**Run 1: metal layers overlaid**

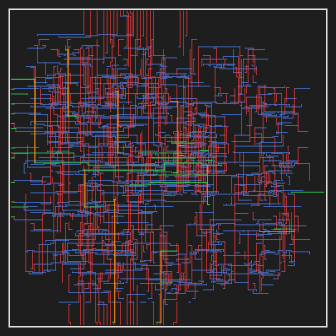
**Run 1: routing congestion**

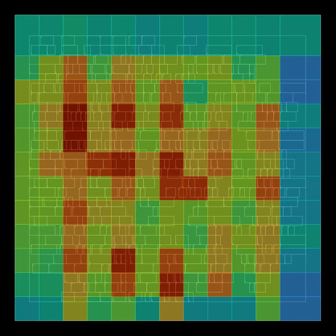
**Run 1: routed clock nets over the placement**

The bar under the picture is 20 um long.
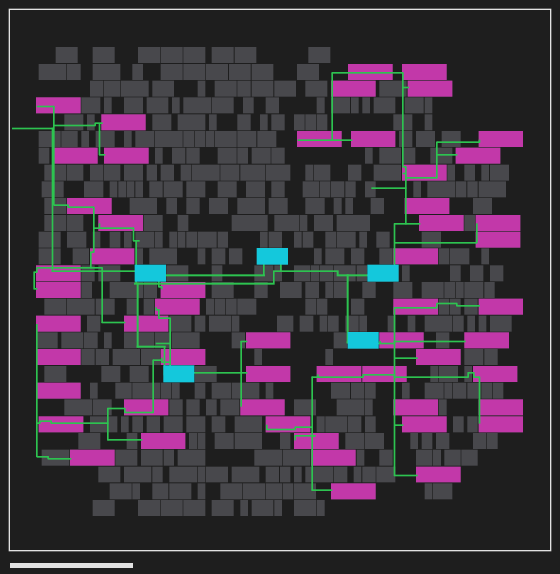
**Run 1: flops by top-level scope**

The bar under the picture is 20 um long. Other sequential cells in the stronger grey, the rest of the logic in the fainter grey.
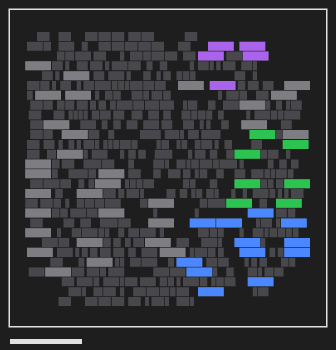
--- src/rtl/plca_param.sv ---
// plca_param -- shared definitions for the PLCA control scheduler.
//   plca_state_t : FSM state encoding (also exported on plca_state for debug)
//   CMD_*        : PCS command codes, shared by rx_cmd and tx_cmd
//   NODE_ID_OFF  : local_nodeID value that switches PLCA off
//   sat_inc8     : 8-bit saturating increment used for curID
package plca_param;

   typedef enum logic [3:0] {
      ST_DISABLE     = 4'd0,
      ST_RESYNC      = 4'd1,
      ST_SEND_BEACON = 4'd2,
      ST_SYNCING     = 4'd3,
      ST_WAIT_TO     = 4'd4,
      ST_COMMIT      = 4'd5,
      ST_TRANSMIT    = 4'd6,
      ST_BURST       = 4'd7,
      ST_RECEIVE     = 4'd8,
      ST_NEXT_TX_OPP = 4'd9
   } plca_state_t;

   localparam logic [1:0] CMD_NONE      = 2'd0;
   localparam logic [1:0] CMD_COMMIT    = 2'd1;
   localparam logic [1:0] CMD_HEARTBEAT = 2'd2;
   localparam logic [1:0] CMD_BEACON    = 2'd3;

   localparam logic [7:0] NODE_ID_OFF = 8'hFF;

   function automatic logic [7:0] sat_inc8(input logic [7:0] v);
      return (v == 8'hFF) ? v : v + 8'd1;
   endfunction

endpackage

--- src/rtl/plca_timer.sv ---
// plca_timer -- clear/expire cycle counter.
//   clk     : clock
//   rst     : synchronous active-high reset
//   clear   : hold count at 0 (the owning state is not active)
//   expired : count has reached LIMIT-1; the counter then holds there
// The count is 0 in the first cycle after clear drops, so expired rises
// in the LIMIT-th cycle of the owning state.
module plca_timer #(
   parameter int LIMIT = 32
) (
   input  logic clk,
   input  logic rst,
   input  logic clear,
   output logic expired
);

   localparam int W = (LIMIT > 1) ? $clog2(LIMIT) : 1;
   localparam logic [W-1:0] LAST = W'(LIMIT - 1);

   logic [W-1:0] cnt;

   always_ff @(posedge clk) begin
      if (rst || clear)      cnt <= '0;
      else if (cnt != LAST)  cnt <= cnt + 1'b1;
   end

   assign expired = (cnt == LAST);

endmodule

--- src/rtl/plca_control.sv ---
// plca_control -- PLCA transmit-opportunity scheduler for a 10BASE-T1S node.
//   clk, plca_reset          : clock, synchronous active-high reset
//   plca_en, local_nodeID    : enable; ID 255 turns PLCA off
//   node_count, max_bc       : cycle length (node 0), extra frames per opportunity
//   rx_cmd, CRS              : PCS receive command and carrier sense
//   packet_pending, tx_done  : MAC request and end-of-frame pulse
//   tx_cmd, tx_grant         : PCS transmit command, MAC transmit permission
//   curID, bc, plca_status   : opportunity owner, burst count, beacon sync
//   plca_state               : state encoding for debug
// All outputs are registered from the next-state decision, so a state's
// outputs are visible during the cycles the FSM sits in that state.
// curID advances on leaving NEXT_TX_OPPORTUNITY, so the new owner is
// already valid in the first WAIT_TO cycle of its opportunity.
module plca_control
   import plca_param::*;
#(
   parameter int TO_CYCLES      = 32,
   parameter int BEACON_CYCLES  = 20,
   parameter int BURST_CYCLES   = 128,
   parameter int BEACON_TIMEOUT = 4000
) (
   input  logic       clk,
   input  logic       plca_reset,
   input  logic       plca_en,
   input  logic [7:0] local_nodeID,
   input  logic [7:0] node_count,
   input  logic [7:0] max_bc,
   input  logic [1:0] rx_cmd,
   input  logic       CRS,
   input  logic       packet_pending,
   input  logic       tx_done,
   output logic [1:0] tx_cmd,
   output logic       tx_grant,
   output logic [7:0] curID,
   output logic [7:0] bc,
   output logic       plca_status,
   output logic [3:0] plca_state
);

   plca_state_t state, nxt;

   logic is_node0, disabled, bcn_rx, bcn_pend;
   logic to_exp, bcn_len_exp, burst_exp, bcn_tmo_exp, bcn_clr, bcn_tmo;
   logic last_opp;

   assign is_node0 = (local_nodeID == 8'd0);
   assign disabled = !plca_en || (local_nodeID == NODE_ID_OFF);
   assign bcn_rx   = (rx_cmd == CMD_BEACON);

   // node 0 closes the cycle once the following ID would be out of range;
   // 9-bit sum so curID=255 cannot wrap
   assign last_opp = ({1'b0, curID} + 9'd1) >= {1'b0, node_count};

   // beacon watchdog only runs on followers that believe they are synced
   assign bcn_clr = is_node0 || (state == ST_DISABLE) ||
                    (state == ST_RESYNC) || (state == ST_SYNCING);
   assign bcn_tmo = bcn_tmo_exp && !bcn_clr;

   plca_timer #(.LIMIT(TO_CYCLES)) u_to_tmr (
      .clk(clk), .rst(plca_reset), .clear(state != ST_WAIT_TO), .expired(to_exp));

   plca_timer #(.LIMIT(BEACON_CYCLES)) u_bcn_len (
      .clk(clk), .rst(plca_reset), .clear(state != ST_SEND_BEACON), .expired(bcn_len_exp));

   plca_timer #(.LIMIT(BURST_CYCLES)) u_burst_tmr (
      .clk(clk), .rst(plca_reset), .clear(state != ST_BURST), .expired(burst_exp));

   plca_timer #(.LIMIT(BEACON_TIMEOUT)) u_bcn_tmo (
      .clk(clk), .rst(plca_reset), .clear(bcn_clr), .expired(bcn_tmo_exp));

   always_ff @(posedge clk) begin
      if (plca_reset) state <= ST_DISABLE;
      else            state <= nxt;
   end

   always_comb begin
      nxt = state;
      case (state)
         ST_DISABLE:     nxt = ST_RESYNC;
         ST_RESYNC: begin
            if (is_node0) begin
               if (!CRS) nxt = ST_SEND_BEACON;
            end else if (bcn_rx) begin
               nxt = ST_SYNCING;
            end
         end
         ST_SEND_BEACON: if (bcn_len_exp) nxt = ST_SYNCING;
         ST_SYNCING:     if (is_node0 || !bcn_rx) nxt = ST_WAIT_TO;
         ST_WAIT_TO: begin
            if (curID == local_nodeID && packet_pending) nxt = ST_COMMIT;
            else if (CRS)                                nxt = ST_RECEIVE;
            // a follower parked at ID 255 waits here for the next beacon
            else if (to_exp && (is_node0 || curID != 8'hFF)) nxt = ST_NEXT_TX_OPP;
         end
         ST_COMMIT:      nxt = ST_TRANSMIT;
         ST_TRANSMIT: begin
            if (tx_done) begin
               if (!is_node0 && (bcn_pend || bcn_rx))    nxt = ST_SYNCING;
               else if (packet_pending && bc < max_bc)   nxt = ST_BURST;
               else                                      nxt = ST_NEXT_TX_OPP;
            end
         end
         ST_BURST: begin
            if (packet_pending) nxt = ST_TRANSMIT;
            else if (burst_exp) nxt = ST_NEXT_TX_OPP;
         end
         ST_RECEIVE:     if (!CRS) nxt = ST_NEXT_TX_OPP;
         ST_NEXT_TX_OPP: nxt = (is_node0 && last_opp) ? ST_SEND_BEACON : ST_WAIT_TO;
         default:        nxt = ST_DISABLE;
      endcase

      // follower resync events; a beacon seen mid-frame is deferred above
      if (!is_node0 && state != ST_DISABLE && state != ST_RESYNC) begin
         if (bcn_rx && state != ST_TRANSMIT) nxt = ST_SYNCING;
         else if (bcn_tmo)                   nxt = ST_RESYNC;
      end

      if (disabled) nxt = ST_DISABLE;
   end

   always_ff @(posedge clk) begin
      if (plca_reset) begin
         tx_cmd      <= CMD_NONE;
         tx_grant    <= 1'b0;
         curID       <= 8'd0;
         bc          <= 8'd0;
         plca_status <= 1'b0;
         bcn_pend    <= 1'b0;
      end else begin
         tx_grant <= (nxt == ST_TRANSMIT);
         bcn_pend <= (state == ST_TRANSMIT) && !is_node0 && (bcn_pend || bcn_rx);

         if (nxt == ST_SEND_BEACON)                    tx_cmd <= CMD_BEACON;
         else if (nxt == ST_COMMIT || nxt == ST_BURST) tx_cmd <= CMD_COMMIT;
         else                                          tx_cmd <= CMD_NONE;

         if (nxt == ST_DISABLE) begin
            curID       <= 8'd0;
            bc          <= 8'd0;
            plca_status <= 1'b0;
         end else begin
            if (nxt == ST_SYNCING) begin
               curID       <= 8'd0;
               plca_status <= 1'b1;
            end else begin
               if (nxt == ST_RESYNC)         plca_status <= 1'b0;
               if (state == ST_NEXT_TX_OPP)  curID <= sat_inc8(curID);
            end

            if (nxt == ST_COMMIT)                              bc <= 8'd0;
            else if (state == ST_TRANSMIT && nxt == ST_BURST)  bc <= bc + 8'd1;
         end
      end
   end

   assign plca_state = state;

endmodule
--- config.mk ---
export PLATFORM = sky130hd
export DESIGN_NAME = plca_control
export DESIGN_NICKNAME = d
export VERILOG_FILES = /design/src/rtl/plca_param.sv /design/src/rtl/plca_timer.sv /design/src/rtl/plca_control.sv
export SDC_FILE = /design/constraint.sdc
export NUM_CORES = 1
export LEC_CHECK = 0
export CAP_MARGIN = 5
export CORE_MARGIN = 4
export CORE_UTILIZATION = 53
export DETAILED_ROUTE_END_ITERATION = 7
export GPL_TIMING_DRIVEN = 0
export HOLD_SLACK_MARGIN = 0.05
export PLACE_DENSITY = 0.8
export REMOVE_ABC_BUFFERS = 1
export SLEW_MARGIN = 20
export SYNTH_ARGS = -nofsm -noshare
export SYNTH_HDL_FRONTEND = slang
export SYNTH_SLANG_ARGS = --single-unit
--- constraint.sdc ---
create_clock -name clk -period 6.5 [get_ports clk]
set_input_delay 1.3 -clock clk [delete_from_list [all_inputs] [get_ports clk]]
set_output_delay 1.3 -clock clk [all_outputs]
set_load 0.01 [all_outputs]
==> impl_metrics.csv, run 1 <==
group,metric,value,unit
status,status,"finished, final reports clean",
routing,viasPerCell,5.767,
timing,finalSetupViolCount,0,
layout,combGateArea,0.002143,sq mm
synthesis,top_cells_by_area,"dfxtp_1 32%, ha_1 8.2%, xor2_1 6.5%, xnor2_1 5.0%, nor2_1 4.6%",
worst_setup_path,crit_end,"curID[1]$_SDFFE_PP0P_",
synthesis,adder_share,0.08206,
timing,clock.fmax,235.7,MHz
layout,nClkBuffers,5,
place,portBuffers,55,
hold_path,worstHoldStart,"u_burst_tmr.cnt[6]$_SDFFE_PP0N_",
synthesis,postSynthAreaPerCell,8.536,sq um
synthesis,edf_count,0,
global_routing,grt_overflow,0,
layout,inv_count,17,
layout,fillerInstances,511,
floorplanning,die_w,87.56,um
layout,signal_buffers,55,
worst_setup_path,path_cells,"clkdlybuf4s50_1 -> nor4_1 -> a21oi_1 -> o21ai_0 -> nand4_1 -> a211oi_1 -> a221o_1 -> xor2_1 -> a221oi_1",
timing,drv_slew,0,
power_and_ir_drop,powerDensity,142.5,mW/mm^2
Notes on 'metal layers overlaid' above:
[orange] met4 | wire length: 153 um
[blue] met1 | wire length: 3430 um
[green] met3 | wire length: 234 um
[red] met2 | wire length: 3660 um
DR vias: 2976
post-DR wirelength/cell: 14.47 um
Total GRT Usage: 0.2037
drt total wl: 7469 um

Notes on 'routing congestion' above:
GR Util met1: 0.2694
met3 Resource Use GR: 0.03575
GRT busiest layer: met2
final core utilization: 0.6667
met2 usage: 0.3404

Notes on 'routed clock nets over the placement' above:
[green] clock wires | length: 602 um
[cyan] cells driving clock nets | count: 5
[magenta] flip-flops | count: 54
routed clock nets: 6
Clk. pwr: 186 uW
clock network power share: 0.325

Notes on 'flops by top-level scope' above:
[green] u_burst_tmr | sequential cells: 7 | where: right middle
[purple] u_to_tmr | sequential cells: 5
[blue] u_bcn_tmo | sequential cells: 12 | where: bottom right
Die ar.: 0.007666 sq mm
final cell count without fillers: 516

run 1: layer usage:
metal / wire [um] / share of wire / global-route usage / up-vias
met5: 0 / 0 / 0 / -
met4: 153 / 0.020 / 0.05858 / 0
met3: 234 / 0.031 / 0.03575 / 17
met2: 3655 / 0.49 / 0.3404 / 59
met1: 3427 / 0.46 / 0.2694 / 1378
li1: - / - / - / 1522
run 1: where the power goes:
part / switching, mW / leakage, nW / internal [mW] / total [mW]
sequential: 0.00200 / 0.435 / 0.331 / 0.333
clock: 0.110 / 0.0441 / 0.0759 / 0.186
combinational: 0.0257 / 1.02 / 0.0276 / 0.0532
total: 0.138 / 1.49 / 0.435 / 0.573
run 1: worst reg2reg max path: stages (launching register included):
cell	delay, ps
dfxtp_1	510
ha_1	290
and3_1	280
and3_1	250
xor2_1	90
ha_1	340
nand4_1	90
and3_1	180
o21ai_0	130
nand2_1	90
a211o_1	300
a221o_1	560
xor2_1	590
a221oi_1	180
run 1: how the worst min path moves through the flow:
stage,endpoint,cells past startpoint,slack [ps]
6_report,u_burst_tmr.cnt[6]$_SDFFE_PP0N_,2,490
5_1_grt,u_bcn_tmo.cnt[9]$_SDFFE_PP0P_,2,540
4_1_cts,u_burst_tmr.cnt[6]$_SDFFE_PP0N_,2,490
3_5_place_dp,u_burst_tmr.cnt[6]$_SDFFE_PP0N_,2,470
3_3_place_gp,u_burst_tmr.cnt[6]$_SDFFE_PP0N_,2,460
2_1_floorplan,u_burst_tmr.cnt[6]$_SDFFE_PP0N_,2,440
run 1: stage by stage:
stage | utilization | power, mW
after floorplan | - | 0.3620
after global placement | 0.6526 | 0.3934
after detailed placement | 0.6518 | 0.3939
after CTS | 0.6667 | 0.5764
after global routing | 0.6667 | 0.5979
final | 0.6667 | 0.5727
**Run 1: the metal 2 layer**

Cells faint in the background.
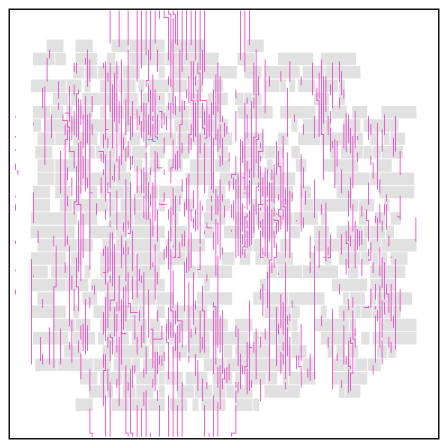

==> run 2: changes to the inputs <==
--- a/config.mk
+++ b/config.mk
@@ -7,11 +7,11 @@
 export LEC_CHECK = 0
 export CAP_MARGIN = 5
 export CORE_MARGIN = 4
-export CORE_UTILIZATION = 53
+export CORE_UTILIZATION = 48
 export DETAILED_ROUTE_END_ITERATION = 7
 export GPL_TIMING_DRIVEN = 0
 export HOLD_SLACK_MARGIN = 0.05
-export PLACE_DENSITY = 0.8
+export PLACE_DENSITY = 0.76
 export REMOVE_ABC_BUFFERS = 1
 export SLEW_MARGIN = 20
 export SYNTH_ARGS = -nofsm -noshare
==> constraint.sdc (replaced) <==
create_clock -name clk -period 3.75 [get_ports clk]
set_input_delay 0.75 -clock clk [delete_from_list [all_inputs] [get_ports clk]]
set_output_delay 0.75 -clock clk [all_outputs]
set_load 0.01 [all_outputs]
**Run 2: the metal 2 layer**

Cells faint in the background.
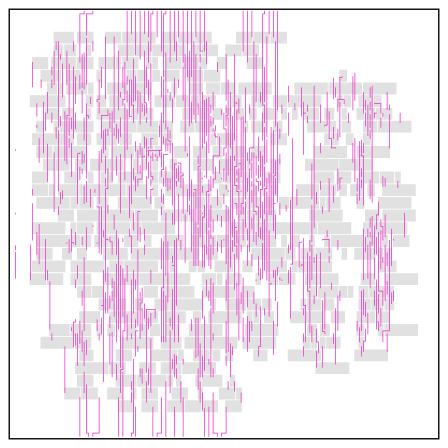
share of all routed wire: 52%
longest straight run: 31.8 um
wire length on this layer: 3960 um
main direction: vertical
nets with wire on the layer: 432
met2 usage: 0.3354
drt total wl: 7681 um
DR vias: 2995

==> run 2 against run 1 <==
  * Clock skew up 1.4 ps
  * Global-route usage down 1.8 points
  * Die area up 9.4%
  * Sequential power up 74%
  * Worst setup slack worse by 2100 ps
  * Combinational power up about 80%
  * Clock-buffer cell count up 1
==> impl_metrics.csv, run 2 <==
group,metric,value,unit
power_and_ir_drop,p_int,908.1,uW
floorplanning,die_w,91.60,um
synthesis,edf_count,0,
synthesis,adder_share,0.08206,
place,portBuffers,55,
synthesis,top_cells_by_area,"dfxtp_1 32%, ha_1 8.2%, xor2_1 6.5%, xnor2_1 5.0%, nor2_1 4.6%",
layout,combGateArea,0.002177,sq mm
power_and_ir_drop,p_sw_frac,0.2082,
power_and_ir_drop,power_frac_comb,0.084,
power_and_ir_drop,powerDensity,277.5,mW/mm^2
global_routing,track_usage,0.1860,
power_and_ir_drop,power_frac_seq,0.504,
synthesis,postSynthAreaPerCell,8.536,sq um
routing,viasPerCell,5.577,
global_routing,grt_overflow,0,
worst_setup_path,crit_end,"bc[6]$_SDFFE_PP0P_",
timing,drv_slew,0,
timing,clock.fmax,277.4,MHz
status,status,"finished, final reports clean",
routing,wl_per_cell,14.30,um
**Run 2: flops by top-level scope**

The bar under the picture is 20 um long. Other sequential cells in the stronger grey, the rest of the logic in the fainter grey.
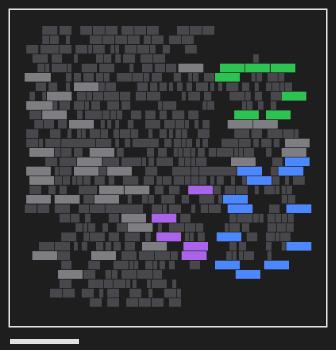
[green] u_burst_tmr | sequential cells: 7 | where: top right
[purple] u_to_tmr | sequential cells: 5 | where: bottom middle
[blue] u_bcn_tmo | sequential cells: 12
not coloured: 30
final cell count without fillers: 537
Die ar.: 0.008390 sq mm
final core utilization: 0.6083

[run 2: cell counts after synthesis]
Identical to the previous run, type by type.
[run 2: per-layer routing]
layer / track usage / wire, um / share of wire / vias up
met3: 0.03480 / 298 / 0.039 / 4
met5: 0 / 0 / 0 / -
met4: 0.03392 / 40 / 0.0052 / 0
met1: 0.2304 / 3381 / 0.44 / 1413
met2: 0.3354 / 3960 / 0.52 / 60
li1: - / - / - / 1518
[run 2: cell type report]
| type | count | area share |
|---|---|---|
| tap | 96 | 0.02906 |
| clock buffer | 6 | 0.01998 |
| timing repair buffer | 55 | 0.1320 |
| clock inverter | 2 | 0.01453 |
| sequential | 54 | 0.2622 |
| multi-input combinational | 307 | 0.5268 |
| inverter | 17 | 0.01544 |
[run 2: per-stage QoR]
step / hold WS (ps) / worst slack, ps / power (mW)
4_1_cts: 489.0 / 0.7994 / 1.154
6_report: 485.1 / 145.5 / 1.147
3_3_place_gp: 453.9 / -288.4 / 0.6820
5_1_grt: 506.2 / 26.90 / 1.182
3_5_place_dp: 466.6 / -292.2 / 0.6841
2_1_floorplan: 437.2 / 289.2 / 0.6275
[run 2: power groups by stage]
stage	sequential [mW]	clock, mW	combinational (mW)
CTS	0.578	0.480	0.0958
detailed placement	0.591	0	0.0931
floorplan	0.591	0	0.0369
global placement	0.591	0	0.0910
global route	0.578	0.499	0.104
finish	0.578	0.473	0.0959
[run 2: critical path, cell delays in order]
cell	delay, ps
clkdlybuf4s50_1	480
or4_4	580
o211ai_2	240
a211oi_1	120
a2111o_1	450
nor3_4	410
a21o_2	350
mux2_4	300
a211oi_2	90
[run 2: what timing repair did]
item                                    in CTS  in global routing
endpoints found under the hold margin        0                  0
pin swaps                                    0                  1
resized                                      3                  5
endpoints found under the setup margin       9                 19
**Run 2: routing congestion**

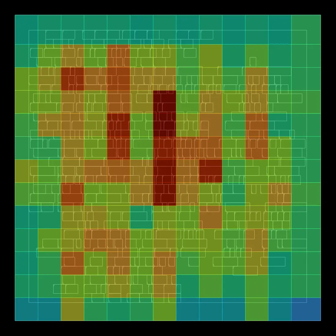

==> run 3: changes to the inputs <==
--- a/config.mk
+++ b/config.mk
@@ -8,6 +8,7 @@
 export CAP_MARGIN = 5
 export CORE_MARGIN = 4
 export CORE_UTILIZATION = 48
+export CTS_BUF_LIST = sky130_fd_sc_hd__clkbuf_16
 export DETAILED_ROUTE_END_ITERATION = 7
 export GPL_TIMING_DRIVEN = 0
 export HOLD_SLACK_MARGIN = 0.05
**Run 3: routing congestion**

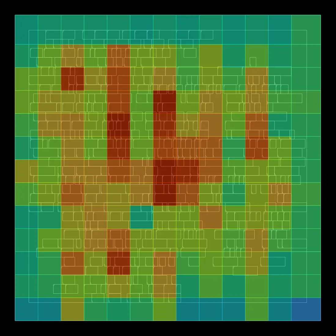
GR Util met1: 0.2304
final core utilization: 0.6151
met3 Resource Use GR: 0.03480
met2 usage: 0.3378
Total GRT Usage: 0.1886

**Run 3: flops by top-level scope**

The bar under the picture is 20 um long. Other sequential cells in the stronger grey, the rest of the logic in the fainter grey.
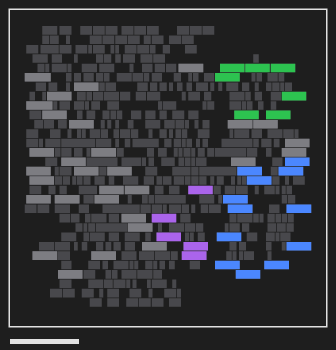
[green] u_burst_tmr | sequential cells: 7 | where: top right
[blue] u_bcn_tmo | sequential cells: 12
[purple] u_to_tmr | sequential cells: 5 | where: bottom middle
not coloured: 30

==> run 3 against run 2 <==
  * Critical path depth unchanged
  * Register-to-register slack about the same
  * Worst setup slack improved by 18 ps
  * Non-clock buffer count unchanged
  * Core utilization increased by 0.68 points
  * Flip-flop count unchanged
  * First-iteration DRC count increased by 5.4%
  * Critical endpoint is now bc[5]$_SDFFE_PP0P_
  * Largest cell class unchanged
  * Largest power group is now clock
==> impl_metrics.csv, run 3 <==
group,metric,value,unit
routing,routed_wl,7752,um
synthesis,yosys_warnings,0,
floorplanning,die_w,91.60,um
floorplanning,chip_area,0.008390,sq mm
routing,num_vias,3051,
worst_setup_path,worstSetupPathType,"in -> reg",
worst_setup_path,end_kind,"flop",
worst_setup_path,path_cells,"clkdlybuf4s50_1 -> or4_4 -> o211ai_2 -> a211oi_1 -> a2111o_1 -> nor3_4 -> a21o_2 -> mux2_4 -> a211oi_2",
synthesis,adder_share,0.08206,
routing,viasPerCell,5.682,
worst_setup_path,critical-path-max-stage-delay,580,ps
power_and_ir_drop,power,1.255,mW
routing,wl_per_cell,14.44,um
worst_setup_path,crit_buf_inv,1,
timing,clock.fmax,278.8,MHz
routing,firstDrtPassIters,4,
synthesis,edf_count,0,
power_and_ir_drop,powerDensity,300.3,mW/mm^2
worst_setup_path,reg2reg_slack,260,ps
timing,postLayoutSetupSlackWorst,163.4,ps
place,place_ws,-292.2,ps
global_routing,grt_overflow,0,
worst_setup_path,crit_path_top_delay_cell,"or4_4",
timing,drv_slew,0,
worst_setup_path,critPathLaunchType,"input pin",
timing,timing.hold.ws,479.7,ps
synthesis,top_cells_by_area,"dfxtp_1 32%, ha_1 8.2%, xor2_1 6.5%, xnor2_1 5.0%, nor2_1 4.6%",
status,status,"finished, final reports clean",
synthesis,postSynthAreaPerCell,8.536,sq um
place,portBuffers,55,
-- run 3: per-layer routing --
layer,vias up,global-route usage,share of wire
li1,1523,-,-
met1,1447,0.2304,0.44
met2,70,0.3378,0.51
met3,11,0.03480,0.040
met4,0,0.04774,0.014
met5,-,0,0
-- run 3: report_power, final --
part           internal, mW  leakage [nW]  switching, mW  total, mW
registers             0.574         0.436        0.00339      0.578
clock network         0.380        0.0915          0.201      0.581
logic                0.0492          1.02         0.0467     0.0959
-- run 3: through the flow --
step | utilization | area, sq um | TNS, ps
after floorplan | - | 3288 | 0
after global placement | 0.5827 | 3959 | -3110
after CTS | 0.6134 | 4168 | 0
final | 0.6151 | 4179 | 0
after detailed placement | 0.5827 | 3959 | -3123
after global routing | 0.6151 | 4179 | 0
-- run 3: area by class of cell --
class,count,area (sq um)
tap,96,120.1
clock buffer,5,125.1
multi-input combinational,307,2177
clock inverter,3,63.81
sequential,54,1084
fill,598,2615
timing repair buffer,55,545.5
inverter,17,63.81
-- run 3: how the worst max path moves through the flow --
| stage | to | slack (ps) | depth (start not counted) | start |
|---|---|---|---|---|
| global placement | curID[1]$_SDFFE_PP0P_ | -290 | 9 | local_nodeID[4] |
| CTS | curID[1]$_SDFFE_PP0P_ | 7 | 13 | curID[0]$_SDFFE_PP0P_ |
| detailed placement | curID[1]$_SDFFE_PP0P_ | -290 | 13 | curID[0]$_SDFFE_PP0P_ |
| floorplan | curID[1]$_SDFFE_PP0P_ | 290 | 13 | curID[0]$_SDFFE_PP0P_ |
| global route | bc[5]$_SDFFE_PP0P_ | 3 | 9 | local_nodeID[4] |
| finish | bc[5]$_SDFFE_PP0P_ | 160 | 9 | local_nodeID[4] |
-- run 3: repair_timing --
item	CTS	global route
gates resized	3	5
endpoints found under the hold margin	0	0
setup endpoints to repair	9	19
No activity file was given, so power comes from the tool's default toggle rates.
